==> src/rtl/matvec_mac_engine_pkg.sv <==
// Shared constants and types for the matrix-vector MAC engine and the fetch engine feeding it.
// Default stream lengths live here so both ends agree on vector and row counts.
package matvec_mac_engine_pkg;

  localparam int MATVEC_DATA_W   = 8;
  localparam int MATVEC_ACC_W    = 32;
  localparam int MATVEC_VEC_LEN  = 8;
  localparam int MATVEC_NUM_ROWS = 8;

  typedef enum logic [2:0] {
    IDLE,
    LOAD_X,
    MAC,
    EMIT,
    DONE
  } matvec_state_t;

  // Counter width that stays legal (>= 1 bit) even for a single-element vector.
  function automatic int cnt_w(input int n);
    return (n > 1) ? $clog2(n) : 1;
  endfunction

endpackage

==> src/rtl/matvec_mac_engine_mac_unit.sv <==
// Combinational signed multiply-accumulate step: acc_out = acc_in + sext(x * w).
// Defining MATVEC_SATURATE_EN clamps each step to the ACC_W range; otherwise the sum wraps.
module matvec_mac_unit
  import matvec_mac_engine_pkg::*;
#(
  parameter int DATA_W = MATVEC_DATA_W,
  parameter int ACC_W  = MATVEC_ACC_W
) (
  input  logic signed [DATA_W-1:0] x,
  input  logic signed [DATA_W-1:0] w,
  input  logic signed [ACC_W-1:0]  acc_in,
  output logic signed [ACC_W-1:0]  acc_out
);

  logic signed [2*DATA_W-1:0] prod;
  logic signed [ACC_W-1:0]    prod_ext;
`ifdef MATVEC_SATURATE_EN
  logic signed [ACC_W:0]      sum_wide;
`endif

  always_comb begin
    prod     = (2*DATA_W)'(x) * (2*DATA_W)'(w);
    prod_ext = ACC_W'(prod);
`ifdef MATVEC_SATURATE_EN
    // One guard bit: overflow shows up as the two top bits disagreeing.
    sum_wide = (ACC_W+1)'(acc_in) + (ACC_W+1)'(prod_ext);
    if (sum_wide[ACC_W] != sum_wide[ACC_W-1]) begin
      acc_out = sum_wide[ACC_W] ? {1'b1, {(ACC_W-1){1'b0}}} : {1'b0, {(ACC_W-1){1'b1}}};
    end else begin
      acc_out = sum_wide[ACC_W-1:0];
    end
`else
    acc_out = acc_in + prod_ext;
`endif
  end

endmodule

==> src/rtl/matvec_mac_engine.sv <==
// Row-by-row signed matrix-vector MAC fed by valid/ready x and weight streams, one result per row.
// Accumulate behaviour (wrap or clamp) is selected by the MATVEC_SATURATE_EN macro in matvec_mac_unit.
module matvec_mac_engine
  import matvec_mac_engine_pkg::*;
#(
  parameter int DATA_W   = MATVEC_DATA_W,
  parameter int ACC_W    = MATVEC_ACC_W,
  parameter int VEC_LEN  = MATVEC_VEC_LEN,
  parameter int NUM_ROWS = MATVEC_NUM_ROWS
) (
  input  logic                          clk,
  input  logic                          rst_n,
  input  logic                          start,
  output logic                          busy,
  output logic                          done,
  input  logic                          x_vld,
  output logic                          x_rdy,
  input  logic signed [DATA_W-1:0]      x_data,
  input  logic                          w_vld,
  output logic                          w_rdy,
  input  logic signed [DATA_W-1:0]      w_data,
  output logic                          y_vld,
  input  logic                          y_rdy,
  output logic signed [ACC_W-1:0]       y_data,
  output logic [$clog2(NUM_ROWS):0]     y_row
);

  localparam int XC_W  = cnt_w(VEC_LEN);
  localparam int ROW_W = $clog2(NUM_ROWS) + 1;
  localparam logic [XC_W-1:0]  LAST_EL  = XC_W'(VEC_LEN - 1);
  localparam logic [ROW_W-1:0] LAST_ROW = ROW_W'(NUM_ROWS - 1);

  matvec_state_t state_reg, state_next;

  logic [XC_W-1:0]         el_cnt_reg;
  logic [ROW_W-1:0]        row_reg;
  logic signed [ACC_W-1:0] acc_reg;
  logic signed [ACC_W-1:0] acc_sum;
  logic signed [DATA_W-1:0] x_buf [VEC_LEN];
  logic signed [DATA_W-1:0] x_sel;

  logic x_fire, w_fire, y_fire, last_el, enter_mac;

  assign x_fire    = x_vld && x_rdy;
  assign w_fire    = w_vld && w_rdy;
  assign y_fire    = y_vld && y_rdy;
  assign last_el   = (el_cnt_reg == LAST_EL);
  assign enter_mac = (state_next == MAC) && (state_reg != MAC);

  always_ff @(posedge clk or negedge rst_n) begin
    if (!rst_n) begin
      state_reg <= IDLE;
    end else begin
      state_reg <= state_next;
    end
  end

  always_comb begin
    state_next = state_reg;
    unique case (state_reg)
      IDLE:    if (start) state_next = LOAD_X;
      LOAD_X:  if (x_fire && last_el) state_next = MAC;
      MAC:     if (w_fire && last_el) state_next = EMIT;
      EMIT:    if (y_fire) state_next = (row_reg == LAST_ROW) ? DONE : MAC;
      DONE:    state_next = IDLE;
      default: state_next = IDLE;
    endcase
  end

  // Handshake outputs depend on state only, never combinationally on the valids.
  always_comb begin
    busy  = (state_reg != IDLE);
    x_rdy = (state_reg == LOAD_X);
    w_rdy = (state_reg == MAC);
    y_vld = (state_reg == EMIT);
    done  = (state_reg == DONE);
  end

  assign y_data = acc_reg;
  assign y_row  = row_reg;

  // One element counter serves both the x load index and the weight index within a row.
  always_ff @(posedge clk or negedge rst_n) begin
    if (!rst_n) begin
      el_cnt_reg <= '0;
      row_reg    <= '0;
      acc_reg    <= '0;
    end else begin
      if (x_fire || w_fire) begin
        el_cnt_reg <= last_el ? '0 : el_cnt_reg + 1'b1;
      end
      if (w_fire) begin
        acc_reg <= acc_sum;
      end else if (enter_mac) begin
        acc_reg <= '0;
      end
      if (y_fire) begin
        row_reg <= (row_reg == LAST_ROW) ? '0 : row_reg + 1'b1;
      end
    end
  end

  for (genvar gi = 0; gi < VEC_LEN; gi++) begin : g_xbuf
    logic signed [DATA_W-1:0] x_elem_reg;

    always_ff @(posedge clk or negedge rst_n) begin
      if (!rst_n) begin
        x_elem_reg <= '0;
      end else if (x_fire && (el_cnt_reg == XC_W'(gi))) begin
        x_elem_reg <= x_data;
      end
    end

    assign x_buf[gi] = x_elem_reg;
  end

  assign x_sel = x_buf[el_cnt_reg];

  matvec_mac_unit #(
    .DATA_W (DATA_W),
    .ACC_W  (ACC_W)
  ) u_mac (
    .x       (x_sel),
    .w       (w_data),
    .acc_in  (acc_reg),
    .acc_out (acc_sum)
  );

endmodule
==> config.mk <==
export PLATFORM = sky130hd
export DESIGN_NAME = matvec_mac_engine
export DESIGN_NICKNAME = d
export VERILOG_FILES = /design/src/rtl/matvec_mac_engine_pkg.sv /design/src/rtl/matvec_mac_engine_mac_unit.sv /design/src/rtl/matvec_mac_engine.sv
export SDC_FILE = /design/constraint.sdc
export NUM_CORES = 1
export LEC_CHECK = 0
export ABC_AREA = 1
export CORE_ASPECT_RATIO = 1.75
export CORE_MARGIN = 3
export CORE_UTILIZATION = 48
export CTS_CLUSTER_DIAMETER = 200
export DETAILED_ROUTE_END_ITERATION = 8
export PLACE_DENSITY = 0.67
export SYNTH_ARGS = -nofsm -noshare
export SYNTH_HDL_FRONTEND = slang
export SYNTH_SLANG_ARGS = --single-unit
==> constraint.sdc <==
create_clock -name clk -period 12.7 [get_ports clk]
set_input_delay 2.54 -clock clk [delete_from_list [all_inputs] [get_ports clk]]
set_output_delay 2.54 -clock clk [all_outputs]
set_load 0.01 [all_outputs]
**Run 1: cell outlines without signal wires**

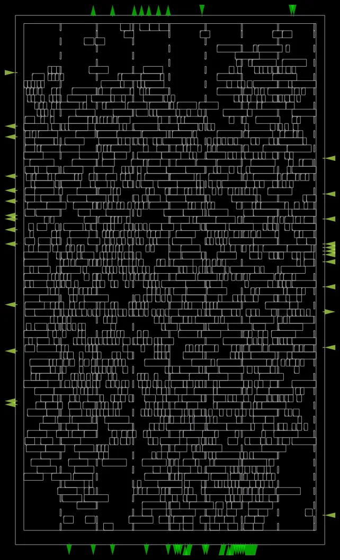
Layout fillers: 2,098
Core Rows: 71
non-filler instance count after layout: 1,639
count of inserted tapcells: 292
sequential share of cell area: 0.227

**Run 1: met2 routing**

Scale: 3 px per um.
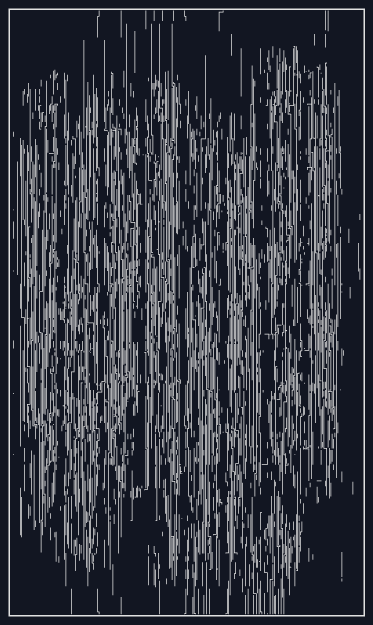
nets with wire on the layer = 1,301
share of all routed wire = 57%
wire length on this layer = 16,500 um
main direction = vertical
longest straight run = 91.8 um

==> impl_results.rst, run 1 <==
Metrics
=======

.. list-table::
   :header-rows: 1

   * - Metric
     - Value
   * - Achievable frequency
     - 125 MHz
   * - Worst rel slew slack
     - 0.438
   * - Number of warnings the tools reported
     - 32
   * - Core area
     - ~0.021 mm2
   * - Critical Path, Cell by Cell
     - clkdlybuf4s50_1, inv_1, nor2_1, inv_1, fa_1, fa_1, inv_1, fa_1, fa_1, ha_1, ha_1, nand2_1, inv_1, a21oi_1, nand2_1, a21oi_1, nand3_1, nand3_1, nand2_1
   * - Worst Tran Pin Value
     - 0.841 ns
   * - Fraction of area in clock buffers and inverters
     - 0.0240
   * - CP Max Fanout
     - 13
   * - Number of CTS-inserted buffers
     - 9
   * - Yosys Warn Count
     - 0
   * - Worst Path Arrival
     - 8.25 ns
   * - Count of antenna diodes in the layout
     - 0
   * - Post-synth seq share
     - 0.253
   * - Max Slew Vio Count
     - 0
   * - Multi-input logic area
     - 0.00694 mm2
   * - Number of resized instances in the post-cts repair step
     - 0
   * - Final RePlAce weighted congestion
     - 0.946
   * - Final Net Count
     - 1,577
   * - Min-Delay Path Depth
     - 2
   * - Synthesized area per cell
     - a little over 8 um2
   * - Initial core utilization
     - 0.489
   * - Crit path required time
     - 12.96 ns
   * - Layout Skew
     - 0.0147 ns
   * - Number of flip-flops under the largest register name
     - around 64
   * - Top non-seq family
     - adder cells
   * - Fraction of area in non-clock buffers
     - 0.0560
   * - Largest cell class by area
     - multi-input combinational cells
   * - XOR Share, Synth
     - 0.00167
   * - Distinct cells, synth
     - 29
   * - Count of input and output buffers
     - 62
   * - Clock net sink count
     - ~110
   * - Stages on the worst setup path
     - 19
   * - Outcome
     - complete, no violations
   * - Synthesis-to-finish area growth
     - 11.4%
   * - CP top delay family
     - adder cells
   * - Clk pin slew, worst setup/hold paths
     - 0.08 ns
   * - Buffer levels on the longest clock path
     - 2
   * - Gate Count Post-Synth
     - ~1,300
   * - Area share of and/or/nand/nor cells after synthesis
     - 0.213
   * - Number of global-route vias before repair
     - roughly 9,000
   * - Reg2Reg Launch Point
     - el_cnt_reg[1]$_DFFE_PN0P_
   * - Share of layout cells above drive strength 1
     - 0.0282
   * - Pin count of the biggest net entering global routing
     - ~55
   * - Number of design rule violations left after detail routing
     - 0
   * - Kind of critical path
     - primary input to register
   * - TritonCTS clock tree
     - done
   * - Share of cell area taken by multi-input logic gates
     - 0.593
   * - Compound-gate portion of the synthesized area
     - 0.0942
   * - Critical Path Sink
     - y_data[31]$_DFFE_PN0P_
   * - Critical path buffers and inverters
     - 5
   * - Timing startpoint of the critical path
     - w_data[2]
   * - Number of multi-input combinational cells
     - 943
   * - Layout sequential cell count
     - 106
   * - Global-route wire length before repair
     - 47.7 mm
   * - Type of element launching the critical path
     - primary input
   * - Count of nets left with antenna violations after detail routing
     - 0
   * - RSZ-0062 raised after global routing
     - no
   * - Deepest level of the CTS H-tree
     - 3
   * - Clock period minus final worst setup slack
     - 7.99 ns
   * - Area occupied by registers
     - ~0.0027 mm2
   * - Setup_tns
     - 0 ns
   * - Register-to-register setup slack
     - between 5 and 6 ns
   * - Post-layout utilization of the core
     - 0.544
   * - HPWL Detailed
     - 22.8 mm
   * - Top-level I/O count
     - 63
   * - GRT Total Usage
     - 0.256
**Run 1: pin placement**

Scale: 3 px per um. Pins as bars across the die edge, other pins in grey.
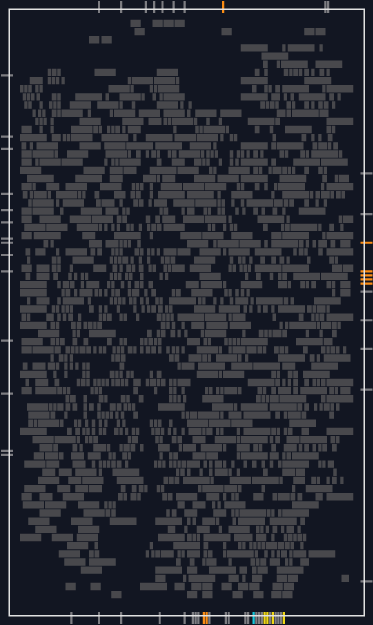
yellow -> `y_row`  # pins 4, direction output, edge south
cyan -> `start`  # pins 1, direction input, edge south
orange -> `w_data`  # pins 8, direction input, edge 5 east, 2 south, 1 north
all pins by edge = 27 south, 14 west, 12 east, 10 north
die width: 118 um
Die Ht: 202 um

**Run 1: wiring by layer**

Scale: 2 px per um. Only two layers are drawn.
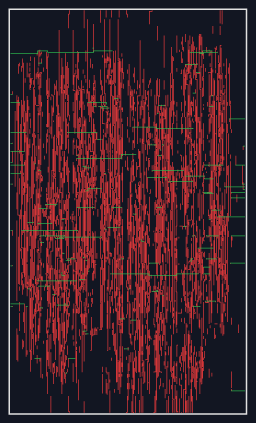
green -> M3  # wire length 670 um
red -> M2  # wire length 16,500 um
Routed WL per cell: 17.7 um
sum of routed wire length over all layers: 29.0 mm
via count of the routed design: 8,632

-- run 1: synth_stat cells --
cell,count,share of area
sky130_fd_sc_hd__a21o_1,1,0.00072
sky130_fd_sc_hd__a21oi_1,34,0.016
sky130_fd_sc_hd__and2_1,1,0.00060
sky130_fd_sc_hd__buf_1,3,0.0011
sky130_fd_sc_hd__buf_6,2,0.0021
sky130_fd_sc_hd__clkbuf_1,22,0.0079
sky130_fd_sc_hd__clkinv_1,1,0.00036
sky130_fd_sc_hd__dfrtp_1,106,0.25
sky130_fd_sc_hd__fa_1,136,0.26
sky130_fd_sc_hd__ha_1,77,0.092
sky130_fd_sc_hd__inv_1,205,0.073
sky130_fd_sc_hd__inv_2,9,0.0032
sky130_fd_sc_hd__nand2_1,323,0.12
sky130_fd_sc_hd__nand2_4,1,0.0011
sky130_fd_sc_hd__nand3_1,81,0.039
sky130_fd_sc_hd__nand3_2,1,0.00095
sky130_fd_sc_hd__nand3_4,1,0.0017
sky130_fd_sc_hd__nand4_1,11,0.0066
sky130_fd_sc_hd__nor2_1,114,0.041
sky130_fd_sc_hd__nor2_2,1,0.00060
sky130_fd_sc_hd__nor2_4,2,0.0021
sky130_fd_sc_hd__nor3_1,9,0.0043
sky130_fd_sc_hd__o21a_1,1,0.00072
sky130_fd_sc_hd__o21ai_0,116,0.055
sky130_fd_sc_hd__o21ai_1,9,0.0043
sky130_fd_sc_hd__o21bai_1,5,0.0036
sky130_fd_sc_hd__o221ai_1,14,0.012
sky130_fd_sc_hd__o22ai_1,3,0.0018
sky130_fd_sc_hd__xnor2_1,2,0.0017
-- run 1: cell usage in the layout (no fill, tap or decap), drive strengths merged --
cell type | netlist | final
o21ai | 125 | 125
ha | 77 | 77
fa | 136 | 136
clkinv | 1 | 3
o21a | 1 | 1
clkdlybuf4s50 | 0 | 61
and2 | 1 | 1
o22ai | 3 | 3
nor2 | 117 | 117
dfrtp | 106 | 106
a21o | 1 | 1
a21oi | 34 | 34
o21bai | 5 | 5
nor3 | 9 | 9
nand2 | 324 | 324
xnor2 | 2 | 2
clkinvlp | 0 | 2
clkbuf | 22 | 10
o221ai | 14 | 14
nand3 | 83 | 83
nand4 | 11 | 11
inv | 214 | 216
buf | 5 | 6
-- run 1: stage by stage --
stage	std cells	hold WS, ns	setup slack (ns)	instance area [um2]
2_1_floorplan	1291	0.448	4.36	10500
3_3_place_gp	1623	0.461	4.35	11400
3_5_place_dp	1623	0.468	4.31	11400
4_1_cts	1639	0.487	4.70	11700
5_1_grt	1639	0.495	4.27	11700
6_report	1639	0.483	4.71	11700
-- run 1: per-layer routing --
layer | wire length, um | global-route usage | up-vias
met5 | 0 | 0 | -
met4 | 1480 | 0.131 | 0
met3 | 670 | 0.0267 | 73
met2 | 16500 | 0.493 | 177
met1 | 10300 | 0.271 | 4218
li1 | - | - | 4164
**Run 1: nets reached from selected ports**

Scale: 2 px per um.
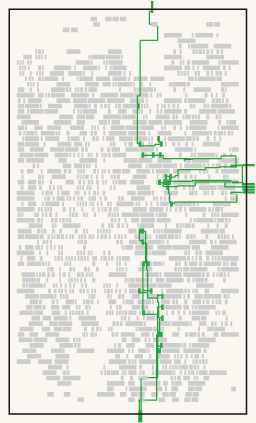

--- run 2 (diff from run 1) ---
==> constraint.sdc (replaced) <==
create_clock -name clk -period 8.15 [get_ports clk]
set_input_delay 1.63 -clock clk [delete_from_list [all_inputs] [get_ports clk]]
set_output_delay 1.63 -clock clk [all_outputs]
set_load 0.01 [all_outputs]
**Run 2: nets reached from selected ports**

Scale: 2 px per um.
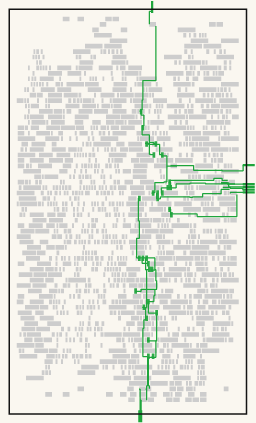
green -> `w_data`  # bits 8, direction input, edge 5 east, 2 south, 1 north, end cells 30, buffers 9, wire 641 um

**Run 2: met2 routing**

Scale: 3 px per um.
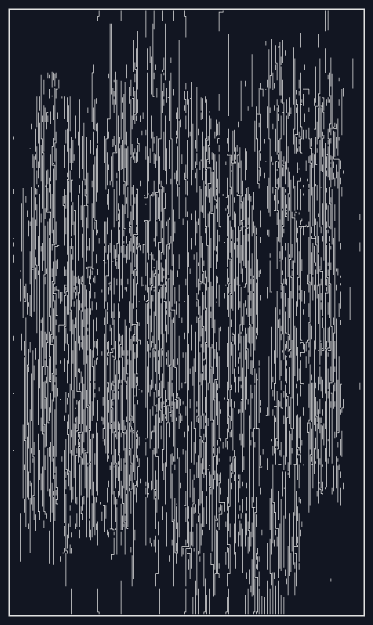
main direction = vertical
longest straight run = 107 um
via count of the routed design: 8,702
sum of routed wire length over all layers: 28.7 mm

==> impl_results.rst, run 2 <==
Metrics
=======

.. list-table::
   :header-rows: 1

   * - Metric
     - Value
   * - Top-level I/O count
     - 63 (unchanged)
   * - Post-synth seq share
     - 0.253 (unchanged)
   * - Dominant synthesized flop cell
     - sky130_fd_sc_hd__dfrtp_1
   * - Count of input and output buffers
     - 62 (unchanged)
   * - Layout Skew
     - 0.0125 ns (-0.00219 ns)
   * - Worst Path Arrival
     - 7.15 ns (-1.10 ns)
   * - Compound-gate portion of the synthesized area
     - 0.0942 (unchanged)
   * - Worst rel slew slack
     - 0.415 (-0.0239)
   * - HPWL Detailed
     - 23.2 mm (+1.9%)
   * - GRT Total Usage
     - 0.255 (-0.000703)
   * - Most common cell in the synthesized netlist
     - sky130_fd_sc_hd__nand2_1
   * - Count of nets left with antenna violations after detail routing
     - 0 (unchanged)
   * - TritonCTS clock tree
     - done
   * - Commonest non-fill, non-tap cell in the layout
     - sky130_fd_sc_hd__nand2_1
   * - Buffer levels on the longest clock path
     - 2 (unchanged)
   * - Crit path required time
     - 8.38 ns (-4.58 ns)
   * - Number of design rule violations left after detail routing
     - 0 (unchanged)
   * - Type of element launching the critical path
     - primary input
   * - Async set-or-reset flop fraction in the synthesized netlist
     - 1.00 (unchanged)
   * - Routed WL per cell
     - 17.4 um (-1.4%)
   * - Synthesis-to-finish area growth
     - 12.0%
   * - Core area
     - 0.0215 mm2 (unchanged)
   * - Reg2Reg Launch Point
     - el_cnt_reg[1]$_DFFE_PN0P_
   * - Synthesized area per cell
     - 8.14 um2 (unchanged)
   * - Layout fillers
     - 2,079 (-0.91%)
   * - Share of Yosys cell area claimed by the top area cell type
     - 0.259 (unchanged)
   * - Top non-seq family
     - adder cells
   * - Number of warnings the tools reported
     - 32 (unchanged)
   * - Die Ht
     - 202 um (unchanged)
   * - Layout Cell Area excl Fill
     - 0.0118 mm2 (+0.58%)
   * - Yosys Warn Count
     - 0 (unchanged)
   * - Clk pin slew, worst setup/hold paths
     - 0.07 ns (about the same)
   * - RSZ-0062 raised after global routing
     - no
   * - Area share of and/or/nand/nor cells after synthesis
     - 0.213 (unchanged)
   * - Achievable frequency
     - 144 MHz
   * - CP Max Fanout
     - 13 (unchanged)
   * - Share of layout cells above drive strength 1
     - 0.0347 (+0.00648)
   * - Distinct cells, synth
     - 29 (unchanged)
   * - Antenna violations before repair
     - 0
   * - Worst Tran Pin Value
     - 0.878 ns (+0.0368 ns)
   * - Min-Delay Path Depth
     - 2 (unchanged)
   * - Deepest level of the CTS H-tree
     - 3 (unchanged)
   * - Main area contributors after synthesis
     - sky130_fd_sc_hd__fa_1 (26%), sky130_fd_sc_hd__dfrtp_1 (25%), sky130_fd_sc_hd__nand2_1 (12%), sky130_fd_sc_hd__ha_1 (9.2%), sky130_fd_sc_hd__inv_1 (7.3%)
   * - Number of global-route vias before repair
     - 9,362 (+1.1%)
   * - Most area-hungry cell type in the Yosys netlist
     - sky130_fd_sc_hd__fa_1
   * - Die width
     - 118 um (unchanged)
   * - XOR Share, Synth
     - 0.00167 (unchanged)
   * - Final RePlAce weighted congestion
     - 0.962 (+1.7%)
   * - Number of CTS-inserted buffers
     - 9 (unchanged)
   * - Clock period minus final worst setup slack
     - just under 7 ns
   * - Setup_tns
     - 0 ns (unchanged)
   * - Pin count of the biggest net entering global routing
     - 66 (+20%)
   * - Endpoint with the worst hold slack
     - g_xbuf[1].x_elem_reg[7]$_DFFE_PN0P_
   * - Register-to-register setup slack
     - 1.64 ns (-3.87 ns)
   * - Clock net sink count
     - 106 (unchanged)
   * - Gate Count Post-Synth
     - 1,291 (unchanged)
   * - Outcome
     - complete, no violations
   * - Number of flip-flops under the largest register name
     - 64 (unchanged)
   * - Final Net Count
     - 1,585 (+0.51%)
   * - Top cells by instance count after synthesis
     - sky130_fd_sc_hd__nand2_1 (323), sky130_fd_sc_hd__inv_1 (205), sky130_fd_sc_hd__fa_1 (136)
   * - Most numerous logic cells after layout
     - sky130_fd_sc_hd__nand2_1 (323), sky130_fd_sc_hd__inv_1 (205), sky130_fd_sc_hd__fa_1 (136)
   * - Cell area after placement
     - 0.0115 mm2 (+0.53%)
   * - Max Slew Vio Count
     - 0 (unchanged)
   * - Count of antenna diodes in the layout
     - 0 (unchanged)
   * - Initial core utilization
     - 0.489 (unchanged)
   * - Count of flip-flops with a built-in enable after synthesis
     - 0 (unchanged)
run 2: cell counts after synthesis:
No cell type changed its count.
run 2: worst max-delay path: stages:
cell and delay (ns):
sky130_fd_sc_hd__clkdlybuf4s50_1 0.64, sky130_fd_sc_hd__inv_1 0.14, sky130_fd_sc_hd__nor2_4 0.54, sky130_fd_sc_hd__inv_1 0.13, sky130_fd_sc_hd__fa_1 0.50, sky130_fd_sc_hd__inv_1 0.05, sky130_fd_sc_hd__fa_1 0.51, sky130_fd_sc_hd__fa_1 0.44
sky130_fd_sc_hd__fa_1 0.60, sky130_fd_sc_hd__fa_1 0.43, sky130_fd_sc_hd__ha_1 0.37, sky130_fd_sc_hd__nand2_1 0.12, sky130_fd_sc_hd__nand2_1 0.06, sky130_fd_sc_hd__nand2_1 0.06, sky130_fd_sc_hd__nand2_1 0.05, sky130_fd_sc_hd__nand2_1 0.06
sky130_fd_sc_hd__nand3_1 0.13, sky130_fd_sc_hd__o21ai_0 0.56, sky130_fd_sc_hd__nand2_1 0.12
run 2: stage by stage:
step	instances	util	hold WS, ns	worst slack, ns
final	1647	0.547	0.481	1.23
after global routing	1647	0.547	0.501	0.886
after CTS	1647	0.547	0.486	1.22
after detailed placement	1631	0.534	0.468	0.853
after global placement	1631	0.534	0.461	0.907
after floorplan	1291	-	0.448	0.720
run 2: metal layers:
layer | track usage | share of wire | vias up
met5 | 0 | 0 | -
met4 | 0.143 | 0.062 | 0
met3 | 0.0236 | 0.027 | 85
met2 | 0.489 | 0.56 | 218
met1 | 0.269 | 0.35 | 4216
li1 | - | - | 4183
run 2: kinds of logic after synthesis:
kind of cell,Yosys count
AND-OR/OR-AND,183
XOR/XNOR,2
adder cells (fa/ha/maj),213
buffers and inverters,242
flip-flops,106
AND/OR/NAND/NOR,545
run 2: worst max path at each step:
stage,from,endpoint,cells past startpoint
CTS,w_data[0],y_data[28]$_DFFE_PN0P_,20
global route,w_data[0],y_data[28]$_DFFE_PN0P_,20
global placement,w_data[2],y_data[26]$_DFFE_PN0P_,21
finish,w_data[0],y_data[14]$_DFFE_PN0P_,19
floorplan,w_data[0],y_data[16]$_DFFE_PN0P_,18
detailed placement,w_data[0],y_data[28]$_DFFE_PN0P_,19
run 2: area by class of cell:
cell class                      instances  area [um2]  area share
Clock inverter                          6        48.8     0.00415
Tap cell                              292         365      0.0311
Timing Repair Buffer                   75         716      0.0608
Sequential cell                       106        2650       0.225
Clock buffer                           10         239      0.0203
Inverter                              215         807      0.0686
Multi-Input combinational cell        943        6940       0.590
